[config.mk]
export PLATFORM = sky130hd
export DESIGN_NAME = run_step_ctrl
export DESIGN_NICKNAME = d
export VERILOG_FILES = /design/src/rtl/run_step_ctrl.sv
export SDC_FILE = /design/constraint.sdc
export NUM_CORES = 1
export LEC_CHECK = 0
export CAP_MARGIN = 25
export CORE_UTILIZATION = 52
export CTS_CLUSTER_SIZE = 30
export DETAILED_ROUTE_END_ITERATION = 10
export PLACE_DENSITY = 0.75
export SETUP_SLACK_MARGIN = 0.02
export SYNTH_ARGS = -nofsm -noshare
export SYNTH_HDL_FRONTEND = slang
export SYNTH_SLANG_ARGS = --single-unit
[constraint.sdc]
create_clock -name clk_board -period 1.9 [get_ports clk_board]
set_clock_uncertainty 0.15 [all_clocks]
set_input_delay 0.19 -clock clk_board [delete_from_list [all_inputs] [get_ports clk_board]]
set_output_delay 0.19 -clock clk_board [all_outputs]
set_load 0.005 [all_outputs]
[src/rtl/run_step_ctrl.sv]
// Debounces RUN/STOP and STEP buttons and drives the CPU divider's stop input (free-run, halt, single-step).
// Raw button edge to stop/halted change: 3 + DEBOUNCE_CYCLES clk_board cycles; presses are strobes.
module run_step_ctrl #(
    parameter int DEBOUNCE_CYCLES = 1000000,
    parameter bit START_HALTED    = 1'b1,
    parameter int CNT_W           = 16
) (
    input  logic             clk_board,
    input  logic             rst_n,
    input  logic             btn_run,
    input  logic             btn_step,
    input  logic             clk_cpu,
    output logic             stop,
    output logic             halted,
    output logic [CNT_W-1:0] step_cnt
);
    localparam int DB_W = (DEBOUNCE_CYCLES > 2) ? $clog2(DEBOUNCE_CYCLES) : 1;
    localparam logic [DB_W-1:0] DB_LAST = DB_W'(DEBOUNCE_CYCLES - 1);

    localparam logic [1:0] ST_RUN  = 2'd0;
    localparam logic [1:0] ST_HALT = 2'd1;
    localparam logic [1:0] ST_STEP = 2'd2;
    localparam logic [1:0] ST_RST  = START_HALTED ? ST_HALT : ST_RUN;

    // bit 0 = RUN/STOP button, bit 1 = STEP button
    logic [1:0]           btn_raw;
    logic [1:0]           sync1_q, sync2_q, level_q, press_q;
    logic [1:0][DB_W-1:0] db_cnt_q;

    assign btn_raw = {btn_step, btn_run};

    // A new level must differ from the accepted one for DEBOUNCE_CYCLES consecutive cycles.
    always_ff @(posedge clk_board or negedge rst_n) begin
        if (!rst_n) begin
            sync1_q  <= '0;
            sync2_q  <= '0;
            level_q  <= '0;
            press_q  <= '0;
            db_cnt_q <= '0;
        end else begin
            sync1_q <= btn_raw;
            sync2_q <= sync1_q;
            for (int i = 0; i < 2; i++) begin
                press_q[i] <= 1'b0;
                if (sync2_q[i] == level_q[i]) begin
                    db_cnt_q[i] <= '0;
                end else if (db_cnt_q[i] == DB_LAST) begin
                    level_q[i]  <= sync2_q[i];
                    db_cnt_q[i] <= '0;
                    press_q[i]  <= sync2_q[i];
                end else begin
                    db_cnt_q[i] <= db_cnt_q[i] + 1'b1;
                end
            end
        end
    end

    logic             run_press, step_press, cpu_rise, cnt_inc;
    logic             clk_cpu_q, stop_q, halted_q;
    logic [1:0]       state_q, state_d;
    logic [CNT_W-1:0] step_cnt_q;

    assign run_press  = press_q[0];
    assign step_press = press_q[1];
    assign cpu_rise   = clk_cpu & ~clk_cpu_q;

    // run_press beats both step_press and cpu_rise when they coincide.
    always_comb begin
        state_d = state_q;
        cnt_inc = 1'b0;
        case (state_q)
            ST_RUN: begin
                if (run_press) state_d = ST_HALT;
            end
            ST_HALT: begin
                if (run_press)       state_d = ST_RUN;
                else if (step_press) state_d = ST_STEP;
            end
            ST_STEP: begin
                if (run_press) begin
                    state_d = ST_RUN;
                end else if (cpu_rise) begin
                    state_d = ST_HALT;
                    cnt_inc = 1'b1;
                end
            end
            default: state_d = ST_HALT;
        endcase
    end

    always_ff @(posedge clk_board or negedge rst_n) begin
        if (!rst_n) begin
            state_q    <= ST_RST;
            stop_q     <= START_HALTED;
            halted_q   <= START_HALTED;
            step_cnt_q <= '0;
            clk_cpu_q  <= 1'b0;
        end else begin
            state_q   <= state_d;
            stop_q    <= (state_d == ST_HALT);
            halted_q  <= (state_d == ST_HALT);
            clk_cpu_q <= clk_cpu;
            if (cnt_inc) step_cnt_q <= step_cnt_q + 1'b1;
        end
    end

    assign stop     = stop_q;
    assign halted   = halted_q;
    assign step_cnt = step_cnt_q;
endmodule

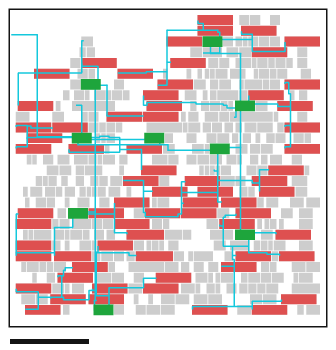
Fig. 1. Routed clock nets over the placement (run 1).
Bar = 20 µm.
[red] flip-flops | count: 68
[green] cells driving clock nets | count: 9
[cyan] clock wires | length: 854 µm
routed clock nets: 10

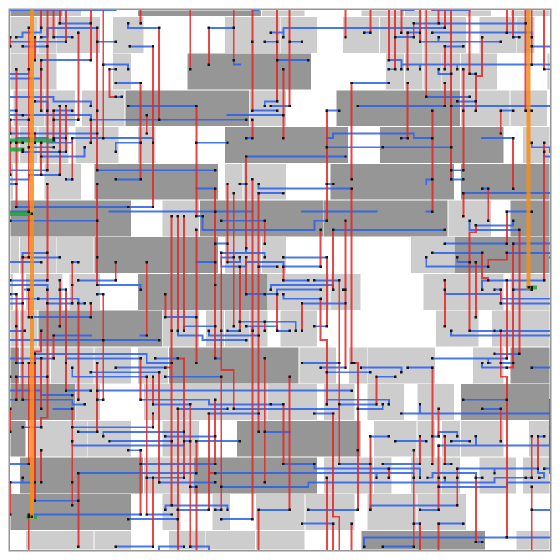
Fig. 2. Close-up of the layout (run 1).
Region (20, 4) to (60, 44) µm. Cells in grey, sequential cells in the stronger grey; small squares are vias.
[red] met2
[blue] met1
[green] met3
[orange] met4
cells with their middle in the window: 118
most frequent: dfrtp_1 (21), buf_4 (15), nor2_1 (11)
netlist names of flops here include: `step_cnt` (8), `db_cnt_q` (7), `level_q` (2)
sequential cells in the window: 23

==> out/metrics.cfg, run 1 <==
[critical_path]
cp.required_ns=2.03
max_stage_delay_ns=0.51
ff2ff_path_depth=5
worstPathArrival_ns=2.07
crit_fanout=3
rrSetupSlack_ns=-0.04
path_cells=ha_4, nand3_2, or4_4, or3_2, a21oi_2
critical_path_buf_inv_count=0
crit_slowest_cell=or3_2
r2r_end=db_cnt_q[14]
critPathLaunchType=register
r2r_start=db_cnt_q[1]
critPathCapture=db_cnt_q[14]

[cells_and_area]
finalCoreUtilization_pct=70.47
largest_register_ffs=40
nClkBuffers=13
antenna_cells=0
buffer_area_share_pct=13.70
design_area_mm2=0.004148
mostFrequentLayoutCell=dfrtp_1
clock_area_share_pct=5.732
instances_no_fill=459
largest_register=db_cnt_q
sh_seq_area_pct=41.12
comb_share_pct=36.38
inv_count=9
largestClassByArea=flip-flops and latches
fill_cells=428
area_growth_pct=30.87
logic_gate_count=224
nNonClkBuffers=67
final_layout_size_suffix_gt1_share_pct=23.44
nNetsFinal=387
flop_area_mm2=0.001705

[power]
swShare_pct=20.87
p_int_uw=2352
powerComb_uw=96.9
netSwitchingPower_uw=620.2
clkPwrFrac_pct=47.0
combPwrFrac_pct=3.3
sequentialPower_uw=1480
pwr.group.clock_uw=1400
p_total_uw=2972
power_density_mw_per_mm2=716.5
maxPowerGroup=registers
pwr-share-seq_pct=49.8
vdd_drop_max_uv=625.2

[routing]
first_pass_iters=4
wl_per_cell_um=14.57
routed-wl-met3_um=161
ant_nets=0
drc=0
top_layer=met4
drt-met1-wl_mm=3.017
dr_wl_met2_mm=3.361
routed_wirelength_mm=6.688

[die]
core_area_mm2=0.005886
dieArea_mm2=0.006411
die_height_um=80.07
fp-utilization_pct=53.85
die_x_um=80.07
nWellTaps=75
io_pins=23
num_rows=28

[yosys]
ys_types=41
synth_top_area_share_pct=52.11
synth.comb.largest_family=simple AND/OR/NAND/NOR gates
synth_cells=305
mux_area_share_pct=0.7106
netlist_area_mm2=0.003169
topCellsByArea=dfrtp_1 52%, xor2_1 6.4%, xnor2_1 5.0%, nor2_1 3.9%, nand2_1 2.7%
synth-seq-cells=68
edf_count=0
synth-xor-area-share_pct=11.33
yosysTopAreaCell=dfrtp_1
ys_chip_area_mm2=0.003169
fp_nets=313
async_flop_share_pct=100.0
top_cell=dfrtp_1
ys_warn_count=0
syn_area_per_cell_um2=10.39
adder_share_pct=1.184
yosysCellCount=305
synthFlopType=dfrtp_1

[grt]
grt_pass1_wl_mm=10.91
gr-usage-met2_pct=38.38
track_usage_pct=22.61
antenna_found_initial=0
overflow=0
grt_max_degree=69
grt_pass1_vias=2421
grt_busiest_layer=met2

[place]
place_area_mm2=0.003737
dp_hpwl_mm=4.330
portBuffers=22
dp_slack_ns=-0.06008
place.gp.congestion=0.8242

[clock_tree]
cts_root_buffer=clkbuf_8
htreeDepth=3
clk_pin_slew_ns=0.07
cts_buffers=9
clock_path_buffers=2
worstSkewPairLatency_ns=0.35
ctsHoldBuffers=1
cts-resized-gates=5
cts.sinks=68

[status]
status=finished with violations
violations=negative setup slack

[worst_hold_path]
hold_end=sync1_q[1]
hp-class=primary input to register

[final_timing]
hold_ws_ns=0.1221
period_used_pct=102.3
report.final.hold_viol_count=0
tightest_slew_ns=0.3531
setup_viol=2
fmax_mhz=514.6
rsz0062_at_grt=true
worst_slack_ns=-0.04341
report.final.slew_viol_count=0

[run]
max_cap_viol_count=0
warning_count=29

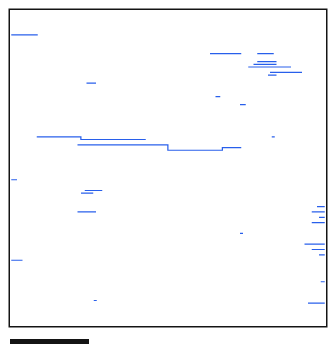
Fig. 3. Met3 routing (run 1).
Bar = 20 µm.
main direction: horizontal
longest straight run: 22.8 µm
nets with wire on the layer: 22
wire length on this layer: 162 µm
share of all routed wire: 2.4%
met3 Use GR: 4.432%
Vias: 2550

Fig. 4: run 1, wiring by layer
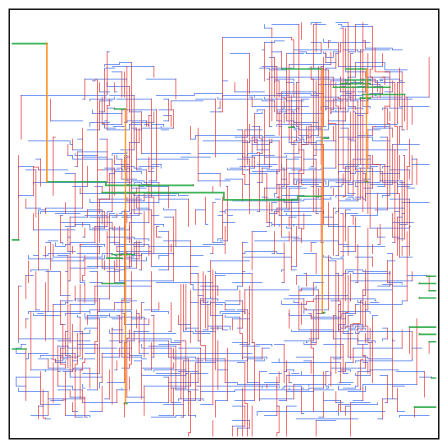

## Run 2: what changed since run 1
--- a/config.mk
+++ b/config.mk
@@ -5,8 +5,9 @@
 export SDC_FILE = /design/constraint.sdc
 export NUM_CORES = 1
 export LEC_CHECK = 0
+export ABC_AREA = 1
 export CAP_MARGIN = 25
-export CORE_UTILIZATION = 52
+export CORE_UTILIZATION = 53
 export CTS_CLUSTER_SIZE = 30
 export DETAILED_ROUTE_END_ITERATION = 10
 export PLACE_DENSITY = 0.75
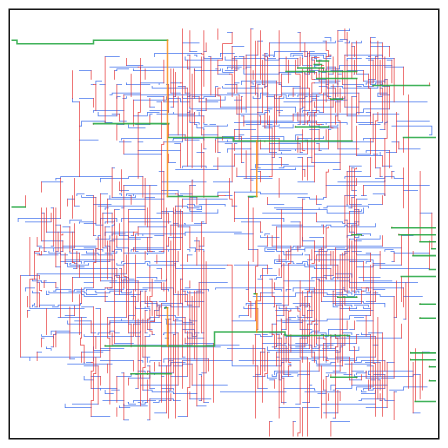
Fig. 5. Wiring by layer (run 2).
[green] met3 | wire length: 276 µm
[blue] met1 | wire length: 3220 µm
[orange] met4 | wire length: 56.4 µm
[red] met2 | wire length: 3410 µm

==> run 2 against run 1 <==
  * The flow now finishes without violations
  * Routed wire length increased by 4.1%
  * Highest routed layer unchanged
  * Critical path depth increased by 3
  * Hold slack improved by 0.015 ns
  * Critical endpoint is now step_cnt[14]
  * Combinational power decreased by 3.0%
  * Largest power group unchanged
==> out/metrics.cfg, run 2 <==
[status]
status=finished, final reports clean

[critical_path]
crit_fanout=4  ; +1
critical_path_buf_inv_count=2  ; +2
critPathCapture=step_cnt[14]
max_stage_delay_ns=0.44  ; -0.07 ns
crit_slowest_cell=dfrtp_1
worstPathArrival_ns=1.83  ; -0.24 ns
r2r_end=step_cnt[14]

[yosys]
syn_area_per_cell_um2=8.263  ; -20%
ys_types=31  ; -24%
top_cell=nand2_1
ys_warn_count=0  ; unchanged
synth.comb.largest_family=simple AND/OR/NAND/NOR gates
synth-seq-cells=68  ; unchanged
edf_count=0  ; unchanged
ys_chip_area_mm2=0.003545  ; +12%
mux_area_share_pct=0  ; -0.71 points
fp_nets=437  ; +40%
yosysCellCount=429  ; +41%

[clock_tree]
worstSkewPairLatency_ns=0.34  ; about the same
clk_pin_slew_ns=0.07  ; about the same
clock_path_buffers=2  ; unchanged
ctsHoldBuffers=1  ; unchanged
cts_buffers=9  ; unchanged
cts-resized-gates=0  ; -5
cts_root_buffer=clkbuf_8

[die]
core_area_mm2=0.006386  ; +8.5%
dieArea_mm2=0.007019  ; +9.5%
io_pins=23  ; unchanged
num_rows=29  ; +3.6%

[cells_and_area]
comb_share_pct=40.40  ; +4.0 points
antenna_cells=0  ; unchanged
clock_area_share_pct=4.615  ; -1.1 points
flop_area_mm2=0.001704  ; about the same
inv_count=50  ; +41
buffer_area_share_pct=6.092  ; -7.6 points
instances_no_fill=546  ; +19%
largest_register_ffs=40  ; unchanged
design_area_mm2=0.004066  ; -2.0%
sh_seq_area_pct=41.91  ; +0.79 points

[final_timing]
report.final.slew_viol_count=0  ; unchanged
worst_slack_ns=0.1525  ; +0.1959 ns
rsz0062_at_grt=false
report.final.hold_viol_count=0  ; unchanged
fmax_mhz=572.2  ; +11%
setup_viol=0  ; -2

[power]
pwr-share-seq_pct=54.0  ; +4.2 points
power_density_mw_per_mm2=673.0  ; -6.1%
pwr.group.clock_uw=1160  ; -17%
swShare_pct=21.87  ; +1.0 points
maxPowerGroup=registers
powerComb_uw=94.0  ; -3.0%
p_int_uw=2138  ; -9.1%
vdd_drop_max_uv=510.4  ; -18%

[grt]
grt_pass1_wl_mm=12.15  ; +11%
track_usage_pct=21.82  ; -0.79 points
grt_max_degree=44  ; -36%
grt_pass1_vias=2737  ; +13%
antenna_found_initial=0  ; unchanged
overflow=0  ; unchanged

[place]
dp_hpwl_mm=5.028  ; +16%
dp_slack_ns=0.08914  ; +0.1492 ns
place_area_mm2=0.003864  ; +3.4%

[routing]
drt-met1-wl_mm=3.220  ; +6.7%
wl_per_cell_um=12.75  ; -12%
routed-wl-met3_um=275  ; +71%
drc=0  ; unchanged
routed-via-count=2822  ; +11%
ant_nets=0  ; unchanged

[run]
max_cap_viol_count=0  ; unchanged
warning_count=26  ; -10%

[worst_hold_path]
hp-class=primary input to register

No activity file was given, so power comes from the tool's default toggle rates.
